[src/rtl/out_act_buffer_if.sv]
// rtl/out_act_buffer_if.sv - read/write/drain bus of the output-activation buffer
//
// Signals:
//   rd_en, rd_addr, rd_data        read port (1-cycle latency) toward the add stage
//   wr_en, wr_addr, wr_data        write-back port from the add stage
//   clear                          zero all entries
//   drain_start                    pulse that starts streaming all entries
//   drain_valid, drain_ready       drain handshake
//   drain_addr, drain_data, drain_last  drain payload
//   busy                           high while draining
// Modports: master = compute pipeline / router side, slave = buffer.

interface out_act_buffer_if #(
    parameter int DATA_WIDTH = 16,
    parameter int ADDR_WIDTH = 3
);
    logic                  rd_en;
    logic [ADDR_WIDTH-1:0] rd_addr;
    logic [DATA_WIDTH-1:0] rd_data;
    logic                  wr_en;
    logic [ADDR_WIDTH-1:0] wr_addr;
    logic [DATA_WIDTH-1:0] wr_data;
    logic                  clear;
    logic                  drain_start;
    logic                  drain_valid;
    logic                  drain_ready;
    logic [ADDR_WIDTH-1:0] drain_addr;
    logic [DATA_WIDTH-1:0] drain_data;
    logic                  drain_last;
    logic                  busy;

    modport master (
        output rd_en, rd_addr, wr_en, wr_addr, wr_data, clear, drain_start, drain_ready,
        input  rd_data, drain_valid, drain_addr, drain_data, drain_last, busy
    );

    modport slave (
        input  rd_en, rd_addr, wr_en, wr_addr, wr_data, clear, drain_start, drain_ready,
        output rd_data, drain_valid, drain_addr, drain_data, drain_last, busy
    );
endinterface

[src/rtl/out_act_buffer.sv]
// rtl/out_act_buffer.sv - per-PE output-activation store with RAW forwarding and drain stream
//
// Ports:
//   clk   system clock
//   rst   asynchronous active-high reset (clears memory, outputs, pointers)
//   bus   out_act_buffer_if.slave: read port, write-back port, clear, drain stream, busy
// Options:
//   OUT_ACT_RELU_EN  when defined, negative entries drain as 0 (read port unaffected)

module out_act_buffer #(
    parameter int DATA_WIDTH = 16,
    parameter int ACT_NO     = 8,
    parameter int ADDR_WIDTH = 3
) (
    input  logic              clk,
    input  logic              rst,
    out_act_buffer_if.slave   bus
);

    localparam logic [ADDR_WIDTH-1:0] LAST_ADDR = ADDR_WIDTH'(ACT_NO - 1);

    typedef enum logic {IDLE, DRAIN} state_t;

    state_t                state;
    logic [DATA_WIDTH-1:0] mem [ACT_NO];
    logic [ADDR_WIDTH-1:0] rd_addr_q;
    logic                  rd_issued_q;
    logic [DATA_WIDTH-1:0] rd_data_q;
    logic [ADDR_WIDTH-1:0] ptr;
    logic                  drain_valid_q;
    logic                  busy_q;

    logic                  idle;
    logic                  wr_in_range;
    logic                  wr_act;
    logic                  same_fwd;
    logic                  late_fwd;
    logic [DATA_WIDTH-1:0] rd_mem;
    logic [DATA_WIDTH-1:0] rd_next;
    logic [DATA_WIDTH-1:0] drain_raw;

    // Address decode by loop so out-of-range addresses naturally read 0
    // and never hit a write.
    always_comb begin
        rd_mem      = '0;
        drain_raw   = '0;
        wr_in_range = 1'b0;
        for (int i = 0; i < ACT_NO; i++) begin
            if (bus.rd_addr == ADDR_WIDTH'(i)) rd_mem = mem[i];
            if (ptr == ADDR_WIDTH'(i))         drain_raw = mem[i];
            if (bus.wr_addr == ADDR_WIDTH'(i)) wr_in_range = 1'b1;
        end
    end

    assign idle     = (state == IDLE);
    assign wr_act   = idle && bus.wr_en && !bus.clear && wr_in_range;
    assign same_fwd = wr_act && (bus.wr_addr == bus.rd_addr);
    // A write landing one cycle after the read it would have fed.
    assign late_fwd = wr_act && rd_issued_q && (bus.wr_addr == rd_addr_q);

    // Clear and write both take effect before a same-cycle read.
    always_comb begin
        rd_next = rd_mem;
        if (idle) begin
            if (bus.clear)     rd_next = '0;
            else if (same_fwd) rd_next = bus.wr_data;
        end
    end

    // Read pipeline; a late-forwarded value is captured so rd_data keeps
    // showing it once the write has landed.
    always_ff @(posedge clk or posedge rst) begin
        if (rst) begin
            rd_addr_q   <= '0;
            rd_issued_q <= 1'b0;
            rd_data_q   <= '0;
        end else begin
            rd_issued_q <= bus.rd_en;
            if (bus.rd_en) begin
                rd_addr_q <= bus.rd_addr;
                rd_data_q <= rd_next;
            end else if (late_fwd) begin
                rd_data_q <= bus.wr_data;
            end
        end
    end

    // Storage is frozen while draining so drain_data stays stable.
    always_ff @(posedge clk or posedge rst) begin
        if (rst) begin
            for (int i = 0; i < ACT_NO; i++) mem[i] <= '0;
        end else if (idle) begin
            for (int i = 0; i < ACT_NO; i++) begin
                if (bus.clear)
                    mem[i] <= '0;
                else if (wr_act && bus.wr_addr == ADDR_WIDTH'(i))
                    mem[i] <= bus.wr_data;
            end
        end
    end

    always_ff @(posedge clk or posedge rst) begin
        if (rst) begin
            state         <= IDLE;
            ptr           <= '0;
            drain_valid_q <= 1'b0;
            busy_q        <= 1'b0;
        end else begin
            case (state)
                IDLE: begin
                    if (bus.drain_start) begin
                        state         <= DRAIN;
                        ptr           <= '0;
                        drain_valid_q <= 1'b1;
                        busy_q        <= 1'b1;
                    end
                end
                DRAIN: begin
                    if (bus.drain_ready) begin
                        if (ptr == LAST_ADDR) begin
                            state         <= IDLE;
                            ptr           <= '0;
                            drain_valid_q <= 1'b0;
                            busy_q        <= 1'b0;
                        end else begin
                            ptr <= ptr + 1'b1;
                        end
                    end
                end
                default: begin
                    state         <= IDLE;
                    ptr           <= '0;
                    drain_valid_q <= 1'b0;
                    busy_q        <= 1'b0;
                end
            endcase
        end
    end

    assign bus.rd_data     = late_fwd ? bus.wr_data : rd_data_q;
    assign bus.drain_valid = drain_valid_q;
    assign bus.busy        = busy_q;
    assign bus.drain_addr  = ptr;
    assign bus.drain_last  = drain_valid_q && (ptr == LAST_ADDR);

`ifdef OUT_ACT_RELU_EN
    assign bus.drain_data = (!drain_valid_q || drain_raw[DATA_WIDTH-1]) ? '0 : drain_raw;
`else
    assign bus.drain_data = drain_valid_q ? drain_raw : '0;
`endif

endmodule
[src/flat_wrapper.sv]
// flat-port wrapper written by rule: the top's interface ports become plain ports
module out_act_buffer_flat 
#(
    parameter int DATA_WIDTH = 16,
    parameter int ACT_NO     = 8,
    parameter int ADDR_WIDTH = 3
)
  (clk, rst, bus_rd_en, bus_rd_addr, bus_wr_en, bus_wr_addr, bus_wr_data, bus_clear, bus_drain_start, bus_drain_ready, bus_rd_data, bus_drain_valid, bus_drain_addr, bus_drain_data, bus_drain_last, bus_busy);
  out_act_buffer_if #(.DATA_WIDTH(DATA_WIDTH), .ADDR_WIDTH(ADDR_WIDTH)) bus_i ();
  input  logic clk;
  input  logic rst;
  input wire logic [$bits(bus_i.rd_en)-1:0] bus_rd_en;
  input wire logic [$bits(bus_i.rd_addr)-1:0] bus_rd_addr;
  input wire logic [$bits(bus_i.wr_en)-1:0] bus_wr_en;
  input wire logic [$bits(bus_i.wr_addr)-1:0] bus_wr_addr;
  input wire logic [$bits(bus_i.wr_data)-1:0] bus_wr_data;
  input wire logic [$bits(bus_i.clear)-1:0] bus_clear;
  input wire logic [$bits(bus_i.drain_start)-1:0] bus_drain_start;
  input wire logic [$bits(bus_i.drain_ready)-1:0] bus_drain_ready;
  output wire logic [$bits(bus_i.rd_data)-1:0] bus_rd_data;
  output wire logic [$bits(bus_i.drain_valid)-1:0] bus_drain_valid;
  output wire logic [$bits(bus_i.drain_addr)-1:0] bus_drain_addr;
  output wire logic [$bits(bus_i.drain_data)-1:0] bus_drain_data;
  output wire logic [$bits(bus_i.drain_last)-1:0] bus_drain_last;
  output wire logic [$bits(bus_i.busy)-1:0] bus_busy;
  assign bus_i.rd_en = bus_rd_en;
  assign bus_i.rd_addr = bus_rd_addr;
  assign bus_i.wr_en = bus_wr_en;
  assign bus_i.wr_addr = bus_wr_addr;
  assign bus_i.wr_data = bus_wr_data;
  assign bus_i.clear = bus_clear;
  assign bus_i.drain_start = bus_drain_start;
  assign bus_i.drain_ready = bus_drain_ready;
  assign bus_rd_data = bus_i.rd_data;
  assign bus_drain_valid = bus_i.drain_valid;
  assign bus_drain_addr = bus_i.drain_addr;
  assign bus_drain_data = bus_i.drain_data;
  assign bus_drain_last = bus_i.drain_last;
  assign bus_busy = bus_i.busy;
  out_act_buffer #(.DATA_WIDTH(DATA_WIDTH), .ACT_NO(ACT_NO), .ADDR_WIDTH(ADDR_WIDTH)) u_core (.clk(clk), .rst(rst), .bus(bus_i));
endmodule
[config.mk]
export PLATFORM = sky130hd
export DESIGN_NAME = out_act_buffer_flat
export DESIGN_NICKNAME = d
export VERILOG_FILES = /design/src/rtl/out_act_buffer_if.sv /design/src/rtl/out_act_buffer.sv /design/src/flat_wrapper.sv
export SDC_FILE = /design/constraint.sdc
export NUM_CORES = 1
export LEC_CHECK = 0
export CAP_MARGIN = 20
export CORE_UTILIZATION = 59
export DETAILED_ROUTE_END_ITERATION = 12
export GPL_TIMING_DRIVEN = 0
export PLACE_DENSITY = 0.77
export SKIP_LAST_GASP = 1
export SLEW_MARGIN = 20
export SYNTH_ARGS = -nofsm -noshare
export SYNTH_HDL_FRONTEND = slang
export SYNTH_SLANG_ARGS = --single-unit
[constraint.sdc]
create_clock -name clk -period 7.1 [get_ports clk]
set_input_delay 1.42 -clock clk [delete_from_list [all_inputs] [get_ports clk]]
set_output_delay 1.42 -clock clk [all_outputs]
set_load 0.005 [all_outputs]
==> images/cell_classes.png <==
Drawn at 2 px/um.
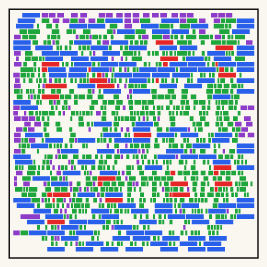
legend:
  blue:
    class: flip-flops
    cells: 153
    share_of_their_area: 39%
  green:
    class: all other logic
    cells: 752
    share_of_their_area: 46%
  purple:
    class: other buffers and delay cells
    cells: 150
    share_of_their_area: 10%
  red:
    class: clock drivers and dummy loads
    cells: 32
    share_of_their_area: 5.5%

==> images/final_clocks.png <==
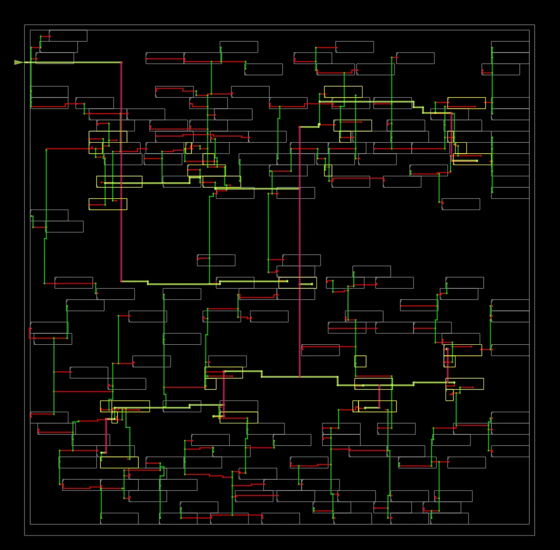
number of buffers inserted during clock tree synthesis: 17
Seq Cell Count: 153
power drawn by the clock network: 857 uW

==> images/met3.png <==
Drawn at 3 px/um.
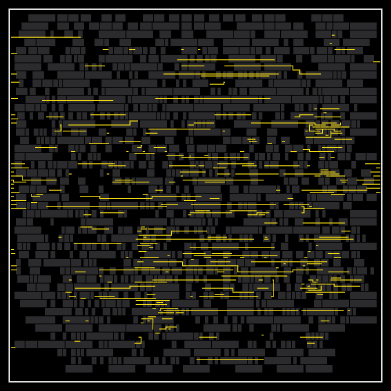
nets with wire on the layer: 178
main direction: horizontal
wire length on this layer: 1,880 um
longest straight run: 44.6 um

==> run_summary.xml <==
<?xml version="1.0" encoding="UTF-8"?>
<metrics>
  <group name="layout">
    <metric name="lay_top_cells" unit="">o21ai_0 (198), nand2_1 (195), dfrtp_1 (153)</metric>
    <metric name="layout_top_cell" unit="">o21ai_0</metric>
    <metric name="antenna_cells" unit="">0</metric>
    <metric name="finish.cell_count_without_fillers" unit="">1271</metric>
    <metric name="fill_cells" unit="">1182</metric>
    <metric name="layout-drive-gt1-share" unit="%">8.096</metric>
    <metric name="fin_nets" unit="">1109</metric>
    <metric name="syn2layout_area_growth" unit="%">16.23</metric>
  </group>
  <group name="sta">
    <metric name="finClkSkew" unit="ns">0.008864</metric>
    <metric name="rsz_0062_raised_after_global_routing" unit="">no</metric>
    <metric name="clock.fmax" unit="MHz">199.9</metric>
    <metric name="hold_violations" unit="">0</metric>
    <metric name="timing.final.max_slew_violations" unit="">0</metric>
    <metric name="worst_slew_pin_slew" unit="ns">0.8983</metric>
    <metric name="fin_ws" unit="ns">2.097</metric>
    <metric name="max-slew-margin-rel" unit="%">39.48</metric>
    <metric name="final_min_period_over_clock_period" unit="%">70.46</metric>
    <metric name="min_tclk_post_route" unit="ns">5.003</metric>
    <metric name="finalSetupTns" unit="ns">0</metric>
  </group>
  <group name="route">
    <metric name="drc" unit="">0</metric>
    <metric name="postRouteAntennaNets" unit="">0</metric>
    <metric name="route.met3.wl" unit="um">1874</metric>
    <metric name="detail_route.wirelength" unit="um">28140</metric>
    <metric name="detail_route.vias_per_cell" unit="">6.577</metric>
    <metric name="detailroute.via_count" unit="">8359</metric>
    <metric name="post_drt_wl_per_cell" unit="um">22.14</metric>
    <metric name="drt_iter0_markers" unit="">1054</metric>
    <metric name="top_signal_layer_used" unit="">met4</metric>
    <metric name="dr_wl_met2" unit="um">12940</metric>
    <metric name="firstDrtPassIters" unit="">5</metric>
    <metric name="wl_met1" unit="um">11900</metric>
  </group>
  <group name="yosys">
    <metric name="yosys-stat-cells" unit="">993</metric>
    <metric name="top_cells_by_area" unit="">dfrtp_1 (44%), o21ai_0 (12%), nand2_1 (8.4%), a221oi_1 (4.5%), clkbuf_1 (2.7%)</metric>
    <metric name="yosys.cell_types.count" unit="">43</metric>
    <metric name="synth-seq-cells" unit="">153</metric>
    <metric name="ys_seq_share" unit="%">43.83</metric>
    <metric name="synth_largest_type_area_fraction" unit="%">43.83</metric>
    <metric name="ys_area" unit="um^2">8736</metric>
    <metric name="common_cells" unit="">o21ai_0 (201), nand2_1 (195), dfrtp_1 (153), clkbuf_1 (63), a221oi_1 (45)</metric>
    <metric name="largest_area_cell" unit="">dfrtp_1</metric>
    <metric name="synth.most_common_cell" unit="">o21ai_0</metric>
    <metric name="yosys_warnings" unit="">0</metric>
    <metric name="ys_dominant_reg_cell" unit="">dfrtp_1</metric>
    <metric name="postSynthAreaPerCell" unit="um^2">8.797</metric>
    <metric name="synth-edff-count" unit="">0</metric>
    <metric name="fp_nets" unit="">1028</metric>
    <metric name="synth-async-reset-ratio" unit="%">100.0</metric>
  </group>
  <group name="clock_network">
    <metric name="tritoncts" unit="">yes</metric>
    <metric name="cts_resized" unit="">0</metric>
    <metric name="clk_latency" unit="ns">0.43</metric>
    <metric name="numClockSinks" unit="">153</metric>
    <metric name="clkTransAtPathRegs" unit="ns">0.06</metric>
    <metric name="cts_max_path_buffers" unit="">2</metric>
    <metric name="post-cts-setup-buffers" unit="">0</metric>
    <metric name="clock_tree.htree_level_count" unit="">4</metric>
    <metric name="clockRootBuffer" unit="">clkbuf_16</metric>
  </group>
  <group name="setup_path">
    <metric name="setup.worst_path.end" unit="">bus_drain_data[6]</metric>
    <metric name="capture_instance_of_the_worst_register_to_register_path" unit="">u_core.mem[79]</metric>
    <metric name="timing.critical_path.required" unit="ns">5.68</metric>
    <metric name="crit_path_max_fanout" unit="">10</metric>
    <metric name="sort_of_element_at_the_end_of_the_critical_path" unit="">primary output</metric>
    <metric name="critical_path.startpoint_type" unit="">flip-flop</metric>
    <metric name="critical_path.reg2reg.startpoint" unit="">u_core.state</metric>
    <metric name="crit_path_dat" unit="ns">3.58</metric>
    <metric name="worst-setup-path-type" unit="">flip-flop to primary output</metric>
    <metric name="critPathLaunch" unit="">u_core.bus.drain_addr[0]</metric>
  </group>
  <group name="run_status">
    <metric name="run_status" unit="">finished clean</metric>
  </group>
  <group name="power_and_ir_drop">
    <metric name="vdd_drop_max" unit="uV">217.4</metric>
    <metric name="p_leak" unit="nW">4.128</metric>
    <metric name="power.total" unit="mW">3.675</metric>
    <metric name="power_per_cell_area" unit="nW/um^2">362.0</metric>
  </group>
  <group name="floorplanning">
    <metric name="die_width" unit="um">123.7</metric>
    <metric name="die_area" unit="um^2">15300</metric>
    <metric name="floorplanUtilization" unit="%">60.34</metric>
    <metric name="design.portCount" unit="">67</metric>
    <metric name="floorplan.rows" unit="">44</metric>
    <metric name="chipHeight" unit="um">123.7</metric>
  </group>
  <group name="run">
    <metric name="tool_warnings" unit="">32</metric>
    <metric name="max_cap_viol_count" unit="">0</metric>
  </group>
  <group name="placed_design">
    <metric name="placed_cells_incl_taps" unit="">1239</metric>
    <metric name="post-place-ws" unit="ns">2.171</metric>
    <metric name="dpl.hpwl" unit="um">21270</metric>
    <metric name="quantity_of_i_o_buffers_inserted_on_ports" unit="">61</metric>
    <metric name="gp_congestion" unit="">0.9320</metric>
  </group>
  <group name="global_route">
    <metric name="grt_most_used_layer" unit="">met2</metric>
    <metric name="grtUsageTotal" unit="%">38.64</metric>
    <metric name="first_global_vias" unit="">7843</metric>
    <metric name="grt_pass1_wl" unit="um">43370</metric>
    <metric name="initial_antenna_violation_count" unit="">0</metric>
    <metric name="grt_overflow_total" unit="">0</metric>
    <metric name="met3_usage" unit="%">6.319</metric>
    <metric name="grt_max_degree" unit="">106</metric>
    <metric name="m2_gr_usage" unit="%">59.76</metric>
    <metric name="groute.layer.met1.usage" unit="%">51.96</metric>
  </group>
  <group name="min_path">
    <metric name="worstHoldPathCells" unit="">2</metric>
    <metric name="min_delay_path_class" unit="">flip-flop to flip-flop</metric>
    <metric name="hold_path.startpoint" unit="">u_core.mem[76]</metric>
    <metric name="holdPathEnd" unit="">u_core.mem[76]</metric>
  </group>
</metrics>
==> images/port_nets.png <==
Drawn at 4 px/um.
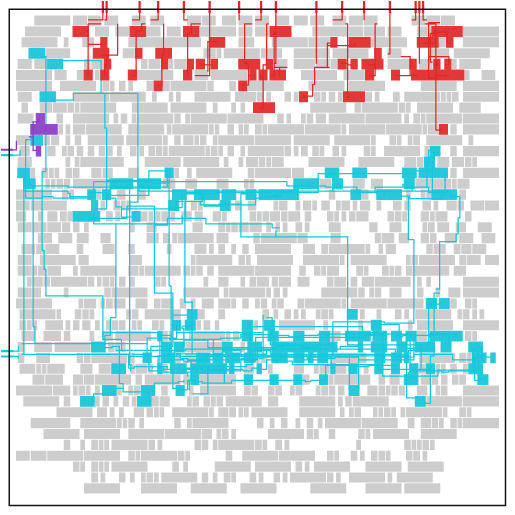
legend:
  purple:
    port: bus_wr_en
    bits: 1
    direction: input
    edge: left
    end_cells: 3
    buffers: 1
    wire: 14.9 um
  cyan:
    port: bus_rd_addr
    bits: 3
    direction: input
    edge: left
    end_cells: 131
    buffers: 20
    wire: 2,550 um
  red:
    port: bus_wr_data
    bits: 16
    direction: input
    edge: top
    end_cells: 48
    buffers: 16
    wire: 434 um

==> images/clock_map.png <==
Drawn at 4 px/um.
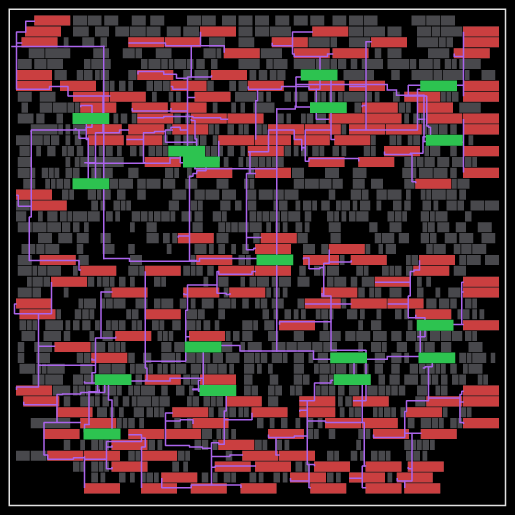
legend:
  green:
    item: cells driving clock nets
    count: 17
  purple:
    item: clock wires
    length: 2,000 um
  red:
    item: flip-flops
    count: 153
flops lie: widely spread
routed clock nets: 18

[registers in the layout, summed over array words and instances, names as in the netlist]
register / cells
u_core.bus.drain_addr: 3
u_core.state: 1
u_core.rd_data_q: 16
u_core.bus.drain_valid: 1
u_core.mem: 128
u_core.rd_issued_q: 1
u_core.rd_addr_q: 3
[cell families (layout without fill, tap and decap cells)]
group | Yosys count | after routing | synth area share, %
muxes | 42 | 42 | 5.528
AOI/OAI and AO/OA | 377 | 377 | 27.56
and+or+nand+nor | 300 | 300 | 16.36
buffers and inverters | 109 | 203 | 5.271
adders and majority gates | 6 | 6 | 0.8593
xor gates and xnor gates | 6 | 6 | 0.6015
DFF | 153 | 153 | 43.83
[cell type report]
class / instances / area, um^2 / share of cell area, %
multi-input combinational: 731 / 4447 / 43.80
sequential: 153 / 3829 / 37.71
timing repair buffer: 62 / 638.1 / 6.285
clock buffer: 21 / 440.4 / 4.338
buffer: 88 / 381.6 / 3.758
tap: 184 / 230.2 / 2.267
clock inverter: 11 / 101.3 / 0.9981
inverter: 21 / 86.33 / 0.8503
[where the power goes]
part / internal, mW / leakage (nW) / switching, mW
sequential: 1.15 / 2.01 / 0.286
clock: 0.480 / 0.241 / 0.377
combinational: 0.607 / 1.88 / 0.777
[metrics by stage]
step           area [um^2]  hold slack, ns  utilization [%]
2_1_floorplan         8736          0.4639                -
6_report             10150          0.5112            70.13
4_1_cts              10150          0.5158            70.13
3_3_place_gp          9577          0.4905            66.14
3_5_place_dp          9612          0.5034            66.38
5_1_grt              10150          0.5295            70.13
[worst max-delay path: stages, from the launching register on]
cell	delay, ns
dfrtp_1	0.42
inv_1	0.12
ha_1	0.42
o21ai_1	0.15
a21oi_1	0.59
buf_2	0.35
a221oi_1	0.11
nor3b_1	0.41
clkdlybuf4s50_1	0.58
Power and IR drop assume default switching activity.
